**Run 1: cell classes on the final placement**

The bar under the picture is 20 µm long. Fill, decap, tap and diode cells in grey.
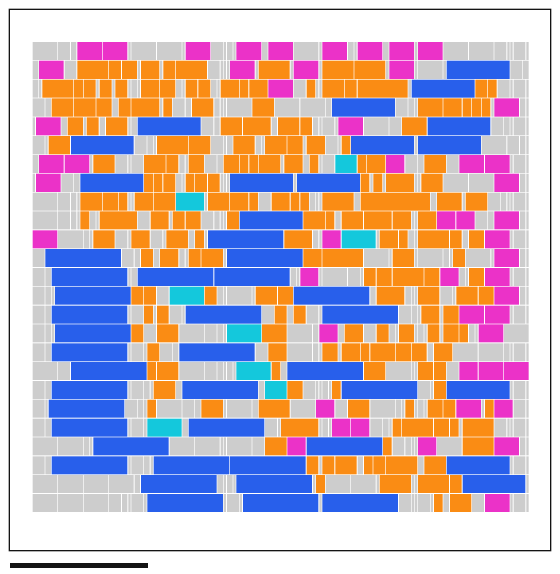
**Run 1: signal wires by layer**

The bar under the picture is 20 µm long. Only two layers are drawn.
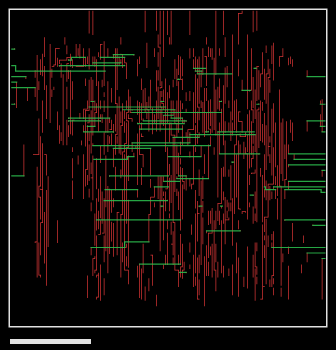
**Run 1: cell area per tile**

8 x 8 tiles, from black (low) to pale yellow (high), 0 to 100% covered.
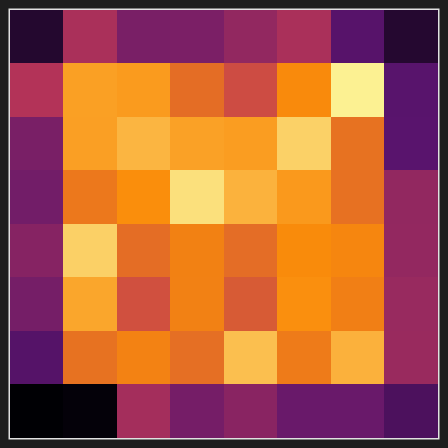
`src/rtl/pc_unit_pkg.sv`:
```
`default_nettype none
// ============================================================================
//  Module      : pc_unit_pkg
//  Description : Shared definitions for the program-counter unit: operation
//                encodings and the run/halt state type.
//  Revision    : 1.0 - initial release
// ============================================================================
package pc_unit_pkg;

  // Operation encodings; codes 6 and 7 are not listed and behave as OP_INC.
  localparam logic [2:0] OP_INC  = 3'd0;
  localparam logic [2:0] OP_JMP  = 3'd1;
  localparam logic [2:0] OP_BRC  = 3'd2;
  localparam logic [2:0] OP_CALL = 3'd3;
  localparam logic [2:0] OP_RET  = 3'd4;
  localparam logic [2:0] OP_HALT = 3'd5;

  typedef enum logic [0:0] {
    ST_RUN  = 1'b0,
    ST_HALT = 1'b1
  } pc_state_t;

endpackage : pc_unit_pkg
`default_nettype wire

```
`src/rtl/pc_unit_stack.sv`:
```
`default_nettype none
// ============================================================================
//  Module      : pc_stack
//  Description : Return-address LIFO stack.
//  Ports       : clk, reset (async, active-low), push/push_data, pop,
//                top (most recently pushed entry), full, empty, depth.
//                The parent must not push when full or pop when empty.
//  Revision    : 1.0 - initial release
// ============================================================================
module pc_stack #(
  parameter int WIDTH       = 8,
  parameter int STACK_DEPTH = 4,
  parameter int DW          = $clog2(STACK_DEPTH + 1)
) (
  input  logic             clk,
  input  logic             reset,
  input  logic             push,
  input  logic [WIDTH-1:0] push_data,
  input  logic             pop,
  output logic [WIDTH-1:0] top,
  output logic             full,
  output logic             empty,
  output logic [DW-1:0]    depth
);

  localparam logic [DW-1:0] C_ONE = 1;

  logic [WIDTH-1:0] r_mem [STACK_DEPTH];
  logic [DW-1:0]    r_depth;
  logic [WIDTH-1:0] w_top;

  // Occupancy only; contents need no reset since depth=0 makes them invisible.
  always_ff @(posedge clk or negedge reset) begin
    if (!reset) begin
      r_depth <= '0;
    end else if (push) begin
      r_depth <= r_depth + C_ONE;
    end else if (pop) begin
      r_depth <= r_depth - C_ONE;
    end
  end

  // Entry i holds the (i+1)-th pushed address; written when depth == i.
  always_ff @(posedge clk) begin
    for (int i = 0; i < STACK_DEPTH; i++) begin
      if (push && (r_depth == DW'(i))) begin
        r_mem[i] <= push_data;
      end
    end
  end

  always_comb begin
    w_top = '0;
    for (int i = 0; i < STACK_DEPTH; i++) begin
      if (r_depth == DW'(i + 1)) begin
        w_top = r_mem[i];
      end
    end
  end

  assign top   = w_top;
  assign depth = r_depth;
  assign full  = (r_depth == DW'(STACK_DEPTH));
  assign empty = (r_depth == '0);

endmodule : pc_stack
`default_nettype wire

```
`src/rtl/pc_unit.sv`:
```
`default_nettype none
// ============================================================================
//  Module      : pc_unit
//  Description : Program-counter unit with run/halt FSM, next-pc selection,
//                return-address stack and sticky overflow/underflow flags.
//  Ports       : clk, reset (async, active-low)
//                op, target, offset, cond, stall, resume   - control inputs
//                pc, halted, depth, stack_ovf, stack_unf   - status outputs
//  Revision    : 1.0 - initial release
// ============================================================================
module pc_unit
  import pc_unit_pkg::*;
#(
  parameter int               WIDTH       = 8,
  parameter int               STACK_DEPTH = 4,
  parameter logic [WIDTH-1:0] RESET_ADDR  = '0
) (
  input  logic                               clk,
  input  logic                               reset,
  input  logic [2:0]                         op,
  input  logic [WIDTH-1:0]                   target,
  input  logic [WIDTH-1:0]                   offset,
  input  logic                               cond,
  input  logic                               stall,
  input  logic                               resume,
  output logic [WIDTH-1:0]                   pc,
  output logic                               halted,
  output logic [$clog2(STACK_DEPTH+1)-1:0]   depth,
  output logic                               stack_ovf,
  output logic                               stack_unf
);

  localparam int               DW    = $clog2(STACK_DEPTH + 1);
  localparam logic [WIDTH-1:0] C_ONE = 1;

  pc_state_t        r_state;
  logic [WIDTH-1:0] r_pc;
  logic             r_halted;
  logic             r_ovf;
  logic             r_unf;

  logic             w_active;
  logic             w_push;
  logic             w_pop;
  logic             w_full;
  logic             w_empty;
  logic [WIDTH-1:0] w_top;
  logic [WIDTH-1:0] w_pc_inc;

  assign w_pc_inc = r_pc + C_ONE;
  // An op is only executed in RUN and when not stalled.
  assign w_active = !stall && (r_state == ST_RUN);
  assign w_push   = w_active && (op == OP_CALL) && !w_full;
  assign w_pop    = w_active && (op == OP_RET)  && !w_empty;

  pc_stack #(
    .WIDTH       (WIDTH),
    .STACK_DEPTH (STACK_DEPTH),
    .DW          (DW)
  ) u_stack (
    .clk       (clk),
    .reset     (reset),
    .push      (w_push),
    .push_data (w_pc_inc),
    .pop       (w_pop),
    .top       (w_top),
    .full      (w_full),
    .empty     (w_empty),
    .depth     (depth)
  );

  always_ff @(posedge clk or negedge reset) begin
    if (!reset) begin
      r_state  <= ST_RUN;
      r_pc     <= RESET_ADDR;
      r_halted <= 1'b0;
      r_ovf    <= 1'b0;
      r_unf    <= 1'b0;
    end else if (!stall) begin
      case (r_state)
        ST_RUN: begin
          case (op)
            OP_JMP:  r_pc <= target;
            OP_BRC:  r_pc <= cond ? (r_pc + offset) : w_pc_inc;
            OP_CALL: begin
              if (w_full) begin
                r_ovf    <= 1'b1;
                r_state  <= ST_HALT;
                r_halted <= 1'b1;
              end else begin
                r_pc <= target;
              end
            end
            OP_RET: begin
              if (w_empty) begin
                r_unf    <= 1'b1;
                r_state  <= ST_HALT;
                r_halted <= 1'b1;
              end else begin
                r_pc <= w_top;
              end
            end
            OP_HALT: begin
              r_state  <= ST_HALT;
              r_halted <= 1'b1;
            end
            default: r_pc <= w_pc_inc;
          endcase
        end
        ST_HALT: begin
          // Error halts are terminal until reset.
          if (resume && !r_ovf && !r_unf) begin
            r_state  <= ST_RUN;
            r_halted <= 1'b0;
            r_pc     <= w_pc_inc;
          end
        end
        default: begin
          r_state  <= ST_RUN;
          r_halted <= 1'b0;
        end
      endcase
    end
  end

  assign pc        = r_pc;
  assign halted    = r_halted;
  assign stack_ovf = r_ovf;
  assign stack_unf = r_unf;

endmodule : pc_unit
`default_nettype wire

```
`config.mk`:
```
export PLATFORM = sky130hd
export DESIGN_NAME = pc_unit
export DESIGN_NICKNAME = d
export VERILOG_FILES = /design/src/rtl/pc_unit_pkg.sv /design/src/rtl/pc_unit_stack.sv /design/src/rtl/pc_unit.sv
export SDC_FILE = /design/constraint.sdc
export NUM_CORES = 1
export LEC_CHECK = 0
export CAP_MARGIN = 25
export CORE_MARGIN = 3
export CORE_UTILIZATION = 55
export CTS_CLUSTER_SIZE = 24
export DETAILED_ROUTE_END_ITERATION = 16
export HOLD_SLACK_MARGIN = 0.1
export MAX_ROUTING_LAYER = met4
export PLACE_DENSITY_LB_ADDON = 0.12
export SYNTH_ARGS = -nofsm -noshare
export SYNTH_HDL_FRONTEND = slang
export SYNTH_SLANG_ARGS = --single-unit
```
`constraint.sdc`:
```
create_clock -name clk -period 2.8 [get_ports clk]
set_input_delay 0.42 -clock clk [delete_from_list [all_inputs] [get_ports clk]]
set_output_delay 0.42 -clock clk [all_outputs]
set_load 0.005 [all_outputs]
```
==> Changelog: implementation, run 1 <==
## Flow update

- Status: complete, no violations
- Global-route wire length before repair: 11.47 mm
- Slew Limit Headroom: 52.56%
- Initial antenna violation count: 0
- Setup Buffers After CTS: 0
- Vias in the first global route: 2307
- Worst min-delay path category: reg2reg
- CTS sink count: 47
- Detailed Routing Iterations Pass 1: 4
- Largest net degree at the start of global routing: 19
- P_int: 1.825 mW
- Commonest Layout Cell: clkdlybuf4s50_1
- Design area: 3451 µm²
- Worst Setup Start Kind: flop
- Cells along the critical path: inv_1 > ha_1 > and4b_2 > a2111oi_4 > o21bai_2 > or3_1 > a22oi_1
- Die Size: 6085 µm²
- Clock Latency Late Sink: 0.30 ns
- RR Startpoint: u_stack.depth[0]
- Simple-Gate Area Share: 17.60%
- Core Area: 4880 µm²
- Tool Warnings: 30
- Period utilization: 85.63%
- Layout cell share with drive strength beyond 1: 11.69%
- Worst setup path endpoint: pc[7]
- TritonCTS Buffers: 5
- WP data arrival: 2.62 ns
- Synth area leaders: edfxtp_1 34%, dfrtp_1 13%, ha_1 6.1%
- Clock slew at reported path FFs: 0.10 ns
- # H-tree levels: 2
- Mean post-synth cell area: 11.05 µm²
- Post-route minimum period: 2.398 ns
- Pwr top: combinational logic
- Final hold vios: 0
- Reg area: 1336 µm²
- Top post-synthesis cells by count: 32 x edfxtp_1, 20 x nand2_1, 17 x o21ai_0, 15 x dfrtp_1
- Comb pwr share: 48.3%
- Worst-Margin Slew: 0.7094 ns
- Antenna Nets Post-Route: 0
- Hold_sp: halted
- MaxCap Viol Count: 0
- Area delta synth->final: 21.02%
- Post-Syn Nets: 297
- Yosys adder share: 6.845%
- Final std cells w/o fill: 375
- Clk. pwr: 0.445 mW
- CTS tree: yes
- Clk_skew: 0.006175 ns
- Setup crit end kind: flop
- Count leader, synth: edfxtp_1
- Cts repair resizes: 0
- ANT cells: 0
- Number of enable flip-flop cells: 32
- FILL cells: 390
- Post-synth regs: 47
- Core Util, Final: 70.72%
- Residual DRC: 0
- Port Buf Inserts: 37
- Top-area cell share: 33.70%
- Die extent in y: 78.01 µm
- XOR-XNOR Cells, Area Fraction: 3.993%
- FF-to-FF setup slack: 0.40 ns
- Top delay family on crit path: AND-OR/OR-AND gates
- Yosys warnings: 0
- Final worst slack: 0.4023 ns
- Data required, critical path: 3.02 ns
- Clock Tree Buf Depth: 2
- Critical Path Max Stage Delay: 0.45 ns
- Final hold slack: 0.5144 ns
- Mapped cell area: 2851 µm²
- DP Area: 3353 µm²
- Post-Synth AOI/OAI Area: 21.02%
- Sw frac: 40.17%
- WP depth: 7
- Worst vdd ir: 454.1 µV
- P_seq: 1.13 mW
- Fp_density: 58.44%
- YS chip area: 2851 µm²
- Inst Count DP: 367
- Clock share of power: 14.6%
- Global route total overflow: 0
- Mux share: 0.7459%
- Routability cong.: 0.9175
- Post-synth ARST share: 31.91%
- NumNets Final: 346
- WS Path Type: reg2reg
- # rows: 25
- Cell count after synthesis: 258
- Overall power: 3.050 mW
- Setup violators final: 0
- Crit path max fanout: 18
- Yosys top cell by area: edfxtp_1
Notes on 'cell classes on the final placement' above:
Key: blue = registers [cells 47, share of their area 40%]; cyan = clock drivers and dummy loads [cells 8, share of their area 2.9%]; orange = remaining logic cells [cells 202, share of their area 43%]; magenta = remaining buffers and delay cells [cells 51, share of their area 14%]

Notes on 'signal wires by layer' above:
Key: green = M3 [wire length 545 µm]; red = M2 [wire length 3160 µm]
Post-Route WL: 6.935 mm
Vias: 2403
GRT Total Usage: 24.90%
WL per Instance: 18.49 µm

Notes on 'cell area per tile' above:
3.1% of the tiles are nearly empty. 27% of the tiles are over 75% full. The mean over all tiles is 55%. The densest ninth of the die: centre.

run 1: flip-flops by register name, summed over array words and instances (netlist names):
signal / flops
halted: 1
u_stack.depth: 3
stack_unf: 1
pc: 8
r_state: 1
u_stack.r_mem: 32
stack_ovf: 1
run 1: metal layers:
layer	up-vias	wire length, µm	GRT usage (%)	share of wire [%]
li1	1109	-	-	-
met1	1151	2968	32.58	43
met2	116	3156	37.67	46
met3	27	545	4.988	7.9
met4	0	265	11.01	3.8
met5	-	0	-	0
run 1: worst min-delay path, cell delays in order, from the launching register on:
cell and delay (ns):
dfrtp_1 0.37, nand2_1 0.05, o21ai_0 0.06
run 1: layout make-up:
class	instances	share of cell area (%)
tap	67	2.429
clock inverter	3	0.8339
inverter	7	0.7614
multi-input combinational	195	41.48
timing repair buffer	51	13.78
clock buffer	5	1.994
sequential	47	38.72
**Run 1: register map, names as in the netlist**

The bar under the picture is 20 µm long. Other sequential cells in the stronger grey, the rest of the logic in the fainter grey.
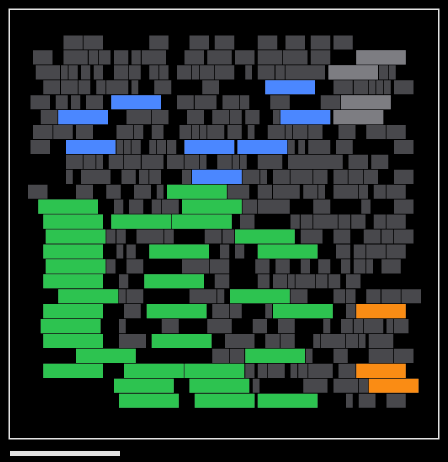

--- run 2 (diff from run 1) ---
CORE_ASPECT_RATIO = 0.8   (was unset)
REMOVE_ABC_BUFFERS = 1   (was unset)
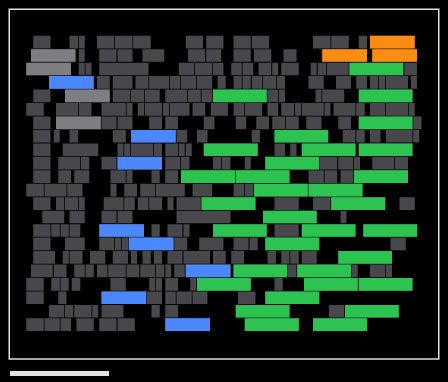
**Above:** run 2 (register map, names as in the netlist).
The bar under the picture is 20 µm long. Other sequential cells in the stronger grey, the rest of the logic in the fainter grey.
Key: blue = pc [sequential cells 8]; orange = u_stack.depth [sequential cells 3]; green = u_stack.r_mem [sequential cells 32]

==> run 2 against run 1 <==
  * Clock skew grew 0.0022 ns
  * Sequential share of layout area hardly changed
  * Global-route usage is 1.7 points higher
  * Power rose by 4.1%
  * Sequential cell count did not move
  * Routed wire length increased by 7.5%
  * Count of clock-buffer cells in the layout unchanged
  * Sequential power barely moved
  * Worst setup slack worse by 0.077 ns
  * Largest cell class unchanged
  * Highest routed layer unchanged
==> Changelog: implementation, run 2 <==
## Flow update

- Status: complete, no violations
- Worst setup path endpoint: pc[4]
- Worst-Margin Slew: 0.7789 ns
- Metal2 WL: 3.446 mm
- Final hold slack: 0.5205 ns
- Met3 WL: 477 µm
- Sw frac: 39.79%
- Global-route wire length before repair: 12.15 mm
- Number of enable flip-flop cells: 32
- Mux share: 0.7459%
- Design area: 3448 µm²
- Simple-Gate Area Share: 17.60%
- Post-synth cell types: 68
- CTS tree: yes
- Max FFs per register: 32
- Core Area: 4790 µm²
- GRT Total Usage: 26.64%
- # Cells Yosys: 258
- Cells along the critical path: inv_1 > ha_1 > and2_0 > and3_1 > a2111o_1 > a211oi_1 > o31ai_1
- Commonest Layout Cell: clkdlybuf4s50_1
- Hold_sp: halted
- Final std cells w/o fill: 367
- Detailed Routing Iterations Pass 1: 5
- Top-area cell share: 33.70%
- Port Buf Inserts: 37
- Layout cell share with drive strength beyond 1: 11.07%
- Core Util, Final: 72.00%
- Critical path's slowest cell: dfrtp_1
- Met2 usage: 38.37%
- # H-tree levels: 2
- P_int: 1.912 mW
- Setup violators final: 0
- Post-Synth AOI/OAI Area: 21.02%
- Slew Limit Headroom: 47.91%
- Final worst slack: 0.3251 ns
- NumNets Final: 345
- WP data arrival: 2.64 ns
- Clock slew at reported path FFs: 0.09 ns
- IO Pins: 38
- Residual DRC: 0
- Yosys top cell by area: edfxtp_1
- Comb pwr share: 48.6%
- Setup Buffers After CTS: 0
- FILL cells: 361
- DRT met1 WL: 3.377 mm
- Clock Tree Buf Depth: 2
- Mapped cell area: 2851 µm²
- Die Size: 6090 µm²
- Inst Count DP: 359
- Mean post-synth cell area: 11.05 µm²
- Synth area leaders: edfxtp_1 34%, dfrtp_1 13%, ha_1 6.1%
- WS Path Type: reg2reg
- Overall power: 3.175 mW
- Met3 Track Usage GR: 5.307%
- Clk_skew: 0.008395 ns
- Initial antenna violation count: 0
- Clock share of power: 16.0%
- Worst vdd ir: 493.0 µV
- Slew Limit Fails: 0
- DP Area: 3337 µm²
- Dpl ws: 0.1411 ns
- Count leader, synth: edfxtp_1
- FF-to-FF setup slack: 0.33 ns
- Tool Warnings: 29
- Yosys warnings: 0
- Top delay family on crit path: AND-OR/OR-AND gates
- Yosys adder share: 6.845%
- Worst Setup Start Kind: flop
- Global route total overflow: 0
- Top post-synthesis cells by count: 32 x edfxtp_1, 20 x nand2_1, 17 x o21ai_0, 15 x dfrtp_1
- Met1 usage: 38.20%
- Fp_density: 59.54%
- Post-synth regs: 47
- Critical Path Max Stage Delay: 0.47 ns
- XOR-XNOR Cells, Area Fraction: 3.993%
- Gr busiest metal: met2
- Cts repair resizes: 0
- Worst min-delay path category: reg2reg
- # rows: 22
- Post-synth ARST share: 31.91%
- Post-Route WL: 7.458 mm
- TritonCTS Buffers: 5
- Area delta synth->final: 20.93%
- Post-route minimum period: 2.475 ns
- Crit path max fanout: 9
- Vias in the first global route: 2337
- Data required, critical path: 2.96 ns
- Antenna Nets Post-Route: 0
- Routability cong.: 0.8838
- RR Startpoint: u_stack.depth[0]
- Cell count after synthesis: 258
- WL per Instance: 20.32 µm
- Vias: 2403
- Setup crit end kind: flop
- WP depth: 7
- YS chip area: 2851 µm²
- Clock Latency Late Sink: 0.30 ns
- Period utilization: 88.39%
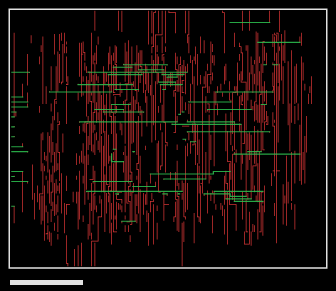
**Above:** run 2 (signal wires by layer).
The bar under the picture is 20 µm long. Only two layers are drawn.
Key: red = M2 [wire length 3450 µm]; green = M3 [wire length 478 µm]

==> run 2: cell counts after synthesis <==
Identical to the previous run, type by type.
==> run 2: power by group through the flow <==
stage	combinational (mW)	sequential, mW	clock (mW)
2_1_floorplan	0.891	1.12	0
3_3_place_gp	1.46	1.13	0
3_5_place_dp	1.52	1.13	0
4_1_cts	1.53	1.12	0.508
5_1_grt	1.69	1.15	0.533
6_report	1.54	1.12	0.508
==> run 2: layout make-up <==
type | instances | area, µm² | share of cell area [%]
Timing Repair Buffer | 50 | 467.9 | 13.57
Sequential cell | 47 | 1336 | 38.75
Tap cell | 60 | 75.07 | 2.177
Inverter | 7 | 26.28 | 0.7620
Multi-Input combinational cell | 195 | 1431 | 41.51
Clock inverter | 3 | 42.54 | 1.234
Clock buffer | 5 | 68.82 | 1.996
Power figures rest on the tool's default switching activity, not on a simulated workload.
